I/O nets highlighted:
Bar = 50 um.
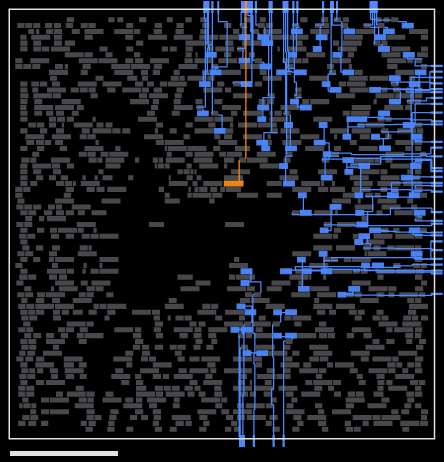
Routing congestion:
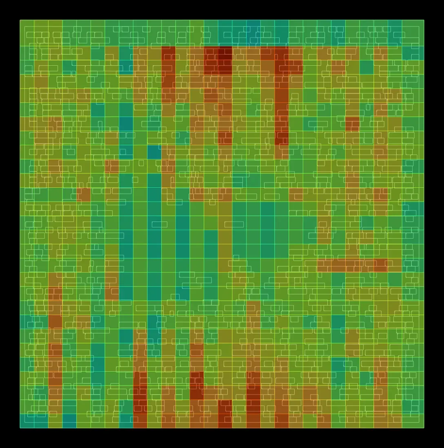
Cells coloured by class:
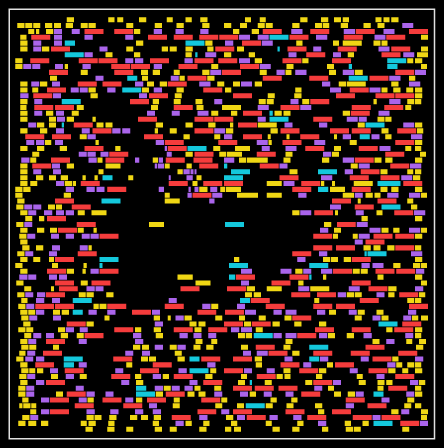
Cell area per tile:
Bar = 50 um. The die is cut into 20 by 20 equal tiles; black is low, pale yellow is high, 0 to 100% covered.
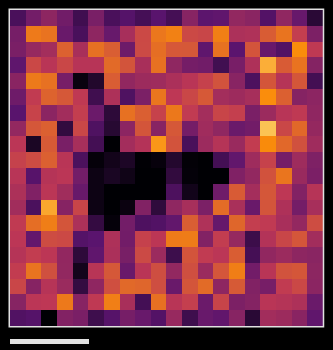
`src/rtl/cpu_mem_pkg.sv`:
```
// Types and constants shared by the memory arbiter and the datapath.
package cpu_mem_pkg;

    localparam int unsigned DEF_ADDR_W = 64;
    localparam int unsigned DEF_DATA_W = 64;
    localparam int unsigned INSTR_W    = 32;

    typedef enum logic [1:0] {
        IDLE   = 2'd0,
        ACCESS = 2'd1,
        DONE   = 2'd2
    } arb_state_t;

    localparam logic REQ_IF = 1'b0;
    localparam logic REQ_DM = 1'b1;

endpackage

```
`src/rtl/mem_bus_arbiter.sv`:
```
// Shares the single RAM port between instruction fetch and data access.
// Optional fetch starvation guard enabled by defining ARB_STARVE_GUARD_EN.
module mem_bus_arbiter
    import cpu_mem_pkg::*;
#(
    parameter int unsigned ADDR_W     = DEF_ADDR_W,
    parameter int unsigned DATA_W     = DEF_DATA_W,
    parameter int unsigned RAM_LAT    = 1,
    parameter int unsigned STARVE_MAX = 4
) (
    input  logic               CLK,
    input  logic               Reset,
    input  logic               if_req,
    input  logic [ADDR_W-1:0]  if_addr,
    output logic               if_gnt,
    output logic               if_valid,
    output logic [INSTR_W-1:0] if_rdata,
    input  logic               dm_req,
    input  logic               dm_we,
    input  logic [ADDR_W-1:0]  dm_addr,
    input  logic [DATA_W-1:0]  dm_wdata,
    output logic               dm_gnt,
    output logic               dm_done,
    output logic [DATA_W-1:0]  dm_rdata,
    output logic               RCS,
    output logic               RR,
    output logic               WRR,
    output logic               EN_ADDR_PC,
    output logic               EN_ADDR_ALU,
    output logic [ADDR_W-1:0]  ram_addr,
    output logic [DATA_W-1:0]  ram_wdata,
    input  logic [DATA_W-1:0]  ram_rdata,
    output logic               busy
);

    localparam int unsigned CNT_W = $clog2(RAM_LAT + 1);

    // Reject nonsensical configurations at elaboration time.
    if (RAM_LAT < 1 || STARVE_MAX < 1) begin : g_bad_param
        $error("mem_bus_arbiter: RAM_LAT and STARVE_MAX must be at least 1");
    end

    arb_state_t         state_q, state_d;
    logic [CNT_W-1:0]   cnt_q, cnt_d;
    logic               id_q, id_d;
    logic               we_q, we_d;
    logic [ADDR_W-1:0]  ram_addr_q, ram_addr_d;
    logic [DATA_W-1:0]  ram_wdata_q, ram_wdata_d;
    logic [INSTR_W-1:0] if_rdata_q, if_rdata_d;
    logic [DATA_W-1:0]  dm_rdata_q, dm_rdata_d;
    logic               if_gnt_q, if_gnt_d, dm_gnt_q, dm_gnt_d;
    logic               if_valid_q, if_valid_d, dm_done_q, dm_done_d;
    logic               rcs_q, rcs_d, rr_q, rr_d, wrr_q, wrr_d;
    logic               en_pc_q, en_pc_d, en_alu_q, en_alu_d;
    logic               busy_q, busy_d;
    logic               grant_dm_c;

`ifdef ARB_STARVE_GUARD_EN
    localparam int unsigned STV_W = $clog2(STARVE_MAX + 1);

    logic [STV_W-1:0] starve_q, starve_d;
    logic             starve_hit_c;

    assign starve_hit_c = (starve_q >= STV_W'(STARVE_MAX));
    assign grant_dm_c   = dm_req && !(if_req && starve_hit_c);

    // Count data grants that overtook a waiting fetch; any fetch grant clears it.
    always_comb begin
        starve_d = starve_q;
        if (state_q == IDLE) begin
            if (grant_dm_c && if_req) begin
                starve_d = starve_q + STV_W'(1);
            end else if (if_req && !grant_dm_c) begin
                starve_d = '0;
            end
        end
    end

    always_ff @(posedge CLK or negedge Reset) begin
        if (!Reset) begin
            starve_q <= '0;
        end else begin
            starve_q <= starve_d;
        end
    end
`else
    assign grant_dm_c = dm_req;
`endif

    always_comb begin
        state_d     = state_q;
        cnt_d       = cnt_q;
        id_d        = id_q;
        we_d        = we_q;
        ram_addr_d  = ram_addr_q;
        ram_wdata_d = ram_wdata_q;
        if_rdata_d  = if_rdata_q;
        dm_rdata_d  = dm_rdata_q;
        if_gnt_d    = 1'b0;
        dm_gnt_d    = 1'b0;
        if_valid_d  = 1'b0;
        dm_done_d   = 1'b0;
        rcs_d       = 1'b0;
        busy_d      = 1'b0;

        case (state_q)
            IDLE: begin
                if (dm_req || if_req) begin
                    state_d = ACCESS;
                    cnt_d   = CNT_W'(RAM_LAT - 1);
                    rcs_d   = 1'b1;
                    busy_d  = 1'b1;
                    if (grant_dm_c) begin
                        id_d        = REQ_DM;
                        we_d        = dm_we;
                        ram_addr_d  = dm_addr;
                        ram_wdata_d = dm_wdata;
                        dm_gnt_d    = 1'b1;
                    end else begin
                        id_d       = REQ_IF;
                        we_d       = 1'b0;
                        ram_addr_d = if_addr;
                        if_gnt_d   = 1'b1;
                    end
                end
            end
            ACCESS: begin
                busy_d = 1'b1;
                if (cnt_q == '0) begin
                    // Final access cycle: capture read data and signal completion.
                    state_d = DONE;
                    if (id_q == REQ_IF) begin
                        if_rdata_d = ram_rdata[INSTR_W-1:0];
                        if_valid_d = 1'b1;
                    end else begin
                        dm_done_d = 1'b1;
                        if (!we_q) begin
                            dm_rdata_d = ram_rdata;
                        end
                    end
                end else begin
                    cnt_d = cnt_q - CNT_W'(1);
                    rcs_d = 1'b1;
                end
            end
            DONE: begin
                state_d = IDLE;
            end
            default: begin
                state_d = IDLE;
            end
        endcase

        rr_d     = rcs_d && ((id_d == REQ_IF) || !we_d);
        wrr_d    = rcs_d && (id_d == REQ_DM) && we_d;
        en_pc_d  = rcs_d && (id_d == REQ_IF);
        en_alu_d = rcs_d && (id_d == REQ_DM);
    end

    always_ff @(posedge CLK or negedge Reset) begin
        if (!Reset) begin
            state_q     <= IDLE;
            cnt_q       <= '0;
            id_q        <= REQ_IF;
            we_q        <= 1'b0;
            ram_addr_q  <= '0;
            ram_wdata_q <= '0;
            if_rdata_q  <= '0;
            dm_rdata_q  <= '0;
            if_gnt_q    <= 1'b0;
            dm_gnt_q    <= 1'b0;
            if_valid_q  <= 1'b0;
            dm_done_q   <= 1'b0;
            rcs_q       <= 1'b0;
            rr_q        <= 1'b0;
            wrr_q       <= 1'b0;
            en_pc_q     <= 1'b0;
            en_alu_q    <= 1'b0;
            busy_q      <= 1'b0;
        end else begin
            state_q     <= state_d;
            cnt_q       <= cnt_d;
            id_q        <= id_d;
            we_q        <= we_d;
            ram_addr_q  <= ram_addr_d;
            ram_wdata_q <= ram_wdata_d;
            if_rdata_q  <= if_rdata_d;
            dm_rdata_q  <= dm_rdata_d;
            if_gnt_q    <= if_gnt_d;
            dm_gnt_q    <= dm_gnt_d;
            if_valid_q  <= if_valid_d;
            dm_done_q   <= dm_done_d;
            rcs_q       <= rcs_d;
            rr_q        <= rr_d;
            wrr_q       <= wrr_d;
            en_pc_q     <= en_pc_d;
            en_alu_q    <= en_alu_d;
            busy_q      <= busy_d;
        end
    end

    assign if_gnt      = if_gnt_q;
    assign if_valid    = if_valid_q;
    assign if_rdata    = if_rdata_q;
    assign dm_gnt      = dm_gnt_q;
    assign dm_done     = dm_done_q;
    assign dm_rdata    = dm_rdata_q;
    assign RCS         = rcs_q;
    assign RR          = rr_q;
    assign WRR         = wrr_q;
    assign EN_ADDR_PC  = en_pc_q;
    assign EN_ADDR_ALU = en_alu_q;
    assign ram_addr    = ram_addr_q;
    assign ram_wdata   = ram_wdata_q;
    assign busy        = busy_q;

endmodule
```
`config.mk`:
```
export PLATFORM = sky130hd
export DESIGN_NAME = mem_bus_arbiter
export DESIGN_NICKNAME = d
export VERILOG_FILES = /design/src/rtl/cpu_mem_pkg.sv /design/src/rtl/mem_bus_arbiter.sv
export SDC_FILE = /design/constraint.sdc
export NUM_CORES = 1
export LEC_CHECK = 0
export CAP_MARGIN = 10
export CORE_AREA = 2 2 195 197
export DETAILED_ROUTE_END_ITERATION = 6
export DIE_AREA = 0 0 197 199
export PLACE_DENSITY_LB_ADDON = 0.05
export SLEW_MARGIN = 15
export SYNTH_ARGS = -nofsm -noshare
export SYNTH_HDL_FRONTEND = slang
export SYNTH_SLANG_ARGS = --single-unit
```
`constraint.sdc`:
```
create_clock -name CLK -period 1.7 [get_ports CLK]
set_input_delay 0.34 -clock CLK [delete_from_list [all_inputs] [get_ports CLK]]
set_output_delay 0.34 -clock CLK [all_outputs]
set_load 0.03 [all_outputs]
```
==> flow_metrics.py <==
# Generated from Yosys and OpenROAD reports
metrics = {
    "routing": {
        "drtIter0Drc": 118,
        "drc": 0,
        "via_per_inst": 4.23,
        "drt-total-wl_um": 32500,
        "firstDrtPassIters": 4,
        "vias": 6810,
        "ant_nets": 0,
    },
    "cts": {
        "cts-htree-levels": 1,
        "cts_tree": "built",
        "cts_sinks": 238,
        "path_clk_slew_ns": 0.06,
        "cts_made_buffers": 29,
        "insertion_delay_ns": 0.55,
        "clockRootBuffer": "clkbuf_16",
        "clk_path_buf_depth": 3,
    },
    "final_layout": {
        "antenna-diode-count": 0,
        "final_core_util_pct": 44.3,
        "area_growth_from_synthesis_to_layout_pct": 68.0,
        "mostFrequentLayoutCells": "clkdlybuf4s50_1, dfrtp_1, dlygate4sd2_1, mux2_2, mux2_1",
        "final_common_cell": "clkdlybuf4s50_1",
        "layout-drive-gt1-share_pct": 27.8,
        "final_net_count": 1375,
    },
    "run_status": {
        "run_status": "finished, final reports clean",
    },
    "critical_path": {
        "timing.setup.critical_path_class": "register to output port",
        "critical-path-top-delay-family": "buffers and inverters",
        "worstReg2RegStart": "state_q[0]",
        "setup.reg_to_reg.worst_slack_ns": 0.04,
        "timing.critical_path.slowest_cell_delay_ns": 0.44,
        "critical_path.slowest_cell": "dlygate4sd2_1",
        "critical_path.cell_chain": "dlygate4sd2_1",
        "element_type_at_the_critical_path_end": "output port",
        "crit_required_ns": 1.36,
        "critical_path.n_buffers_inverters": 1,
        "critical_path_peak_fanout": 2,
        "ff2ff_path_depth": 6,
        "crit_path_start_kind": "register",
        "worst-endpoint-arrival_ns": 1.32,
        "regToRegEndpoint": "dm_rdata[39]",
    },
    "global_route": {
        "grt_antenna_before_repair": 1,
        "total_gr_overflow": 0,
        "pin_count_of_the_biggest_net_entering_global_routing": 48,
        "wire_length_of_the_first_global_routing_pass_um": 46200,
        "groute.usage.overall_pct": 15.6,
        "grt_pass1_vias": 7357,
    },
    "sta": {
        "final-hold-violation-count": 0,
        "slew_violations": 0,
        "achievable-frequency_mhz": 602,
        "period_needed_ns": 1.66,
        "maxSlewHeadroom_pct": 73.0,
        "worst_pin_slew_ns": 0.405,
        "period_used_pct": 97.8,
        "finalSetupViolCount": 0,
        "grt_setup_unrepaired": "yes",
        "worst_hold_slack_ns": 0.255,
        "finClkSkew_ns": 0.00693,
        "final_critical_path_setup_slack_ns": 0.0380,
    },
    "pwr": {
        "comb_power_share_pct": 51.8,
        "internal_power_w": 0.0199,
        "switching_power_as_a_share_of_total_power_pct": 40.8,
        "total_leakage_power_nw": 7.21,
        "power.share.sequential_pct": 29.5,
        "p_per_area_nw_per_um2": 2040,
        "p_sw_w": 0.0137,
        "ir_drop_mv": 0.636,
        "power.share.clock_pct": 18.7,
        "fin_total_pwr_w": 0.0336,
    },
    "min_path": {
        "holdPathStages": 2,
        "hp_start": "dm_req",
        "min_to": "WRR",
        "hold_path.class": "input pin to register",
    },
    "floorplan": {
        "core_area_um2": 37100,
        "chipArea_um2": 39200,
        "std_cell_rows": 71,
        "die_w_um": 197,
        "die_height_um": 199,
        "io_pins": 495,
        "core_util_floorplan_pct": 26.4,
    },
    "synth": {
        "yosysUniqueCellTypes": 21,
        "yosys_warnings": 0,
        "synth-async-reset-ratio_pct": 100,
        "ys_top_logic_family": "multiplexers",
        "synth-cells-yosys": 578,
        "largest_cells_by_area_after_synthesis": "dfrtp_1, mux2_2, mux2_1",
        "aoi_oai_family_share_of_the_synthesized_area_pct": 0.243,
        "instance_count_of_the_mapped_netlist": 578,
        "synth_simple_gate_area_share_pct": 0.856,
        "synth.top_cells.by_count": "dfrtp_1, mux2_2, mux2_1, mux2_4, buf_6",
        "syn_avg_cell_area_um2": 17.0,
        "edf_count": 0,
        "top_area_share_pct": 60.8,
        "ys_seq_elements": 238,
        "adder_and_majority_cell_fraction_of_the_synthesized_area_pct": 0,
        "yosysSeqAreaShare_pct": 60.8,
        "ys_area_um2": 9800,
        "xor_share_pct": 0,
        "synthDominantAreaCellType": "dfrtp_1",
        "synth.cell_area_um2": 9800,
        "synth_top_flop_cell": "dfrtp_1",
        "post-synth-top-count-cell": "dfrtp_1",
        "yosys-mux-area-fraction_pct": 35.4,
        "syn_nets": 839,
    },
    "job": {
        "max_cap_viol_count": 0,
        "warnings": 27,
    },
    "placement": {
        "detailedPlacementHpwl_um": 24300,
        "gpl.final_weighted_congestion": 0.745,
        "place.port_buffers": 494,
        "place_ws_ns": -0.116,
    },
}
-- 'I/O nets highlighted' (at the start) --
blue -> ram_rdata  # bits 64, direction input, edge 32 right, 26 top, 6 bottom, end cells 96, wire 2660 um
orange -> dm_done  # bits 1, direction output, edge top, end cells 1, wire 80.4 um

-- 'routing congestion' (at the start) --
layer with the highest usage: met2
met1 track utilization from global routing: 18.3%
average wire per cell in the routed design: 20.2 um

-- 'cells coloured by class' (at the start) --
yellow -> remaining buffers and delay cells  # cells 538, share of their area 33%
purple -> remaining logic cells  # cells 307, share of their area 23%
red -> registers  # cells 238, share of their area 38%
cyan -> clock drivers and dummy loads  # cells 54, share of their area 6.2%

-- 'cell area per tile' (at the start) --
fullest tile = 87%
nearly empty tiles = 4.8%
mean over tiles = 41%
emptiest ninth of the die = centre

-- how the worst max path moves through the flow --
| stage | start | end | cells past startpoint |
|---|---|---|---|
| 2_1_floorplan | dm_req | ram_addr[39] | 4 |
| 3_3_place_gp | if_req | ram_addr[13] | 5 |
| 3_5_place_dp | if_req | ram_addr[13] | 5 |
| 4_1_cts | state_q[0] | ram_wdata[3] | 4 |
| 5_1_grt | state_q[0] | dm_rdata[17] | 6 |
| 6_report | ram_wdata[12] | ram_wdata[12] | 1 |
-- metal layers --
metal	global-route usage [%]	share of wire, %	vias to the layer above
li1	-	-	3142
met1	18.3	39	3317
met2	27.0	49	307
met3	6.02	9.9	42
met4	3.95	2.0	2
met5	0	0.040	-
-- final cells by class --
type,count,area (um2)
clock buffers,48,927
clock inverters,6,58.8
fillers,3505,20700
inverters,2,7.51
multi-input cells,305,3610
flip-flops and latches,238,5960
well taps,474,593
repair buffers,538,5310
-- through the flow --
| stage | setup TNS [ns] | cells | cell area (um2) |
|---|---|---|---|
| detailed placement | -5.50 | 1546 | 15500 |
| finish | 0 | 1611 | 16500 |
| global placement | -5.69 | 1546 | 15500 |
| global route | -1.35 | 1611 | 16500 |
| CTS | 0 | 1601 | 16300 |
| floorplan | 0 | 578 | 9800 |
-- power by group through the flow --
stage	clock network [W]	logic, W	registers [W]
CTS	0.00650	0.0171	0.00989
global placement	0	0.0189	0.00998
detailed placement	0	0.0189	0.0100
finish	0.00628	0.0174	0.00990
global route	0.00675	0.0183	0.0103
floorplan	0	0.00494	0.0157
-- repair_timing --
action | CTS | global route
hold buffers | 1 | 0
buffers inserted | 0 | 2
cloned | 0 | 8
endpoints found under the hold margin | 34 | 0
pin swaps | 0 | 1
gates resized | 269 | 105
setup endpoints to repair | 230 | 249
Power and IR drop assume default switching activity.
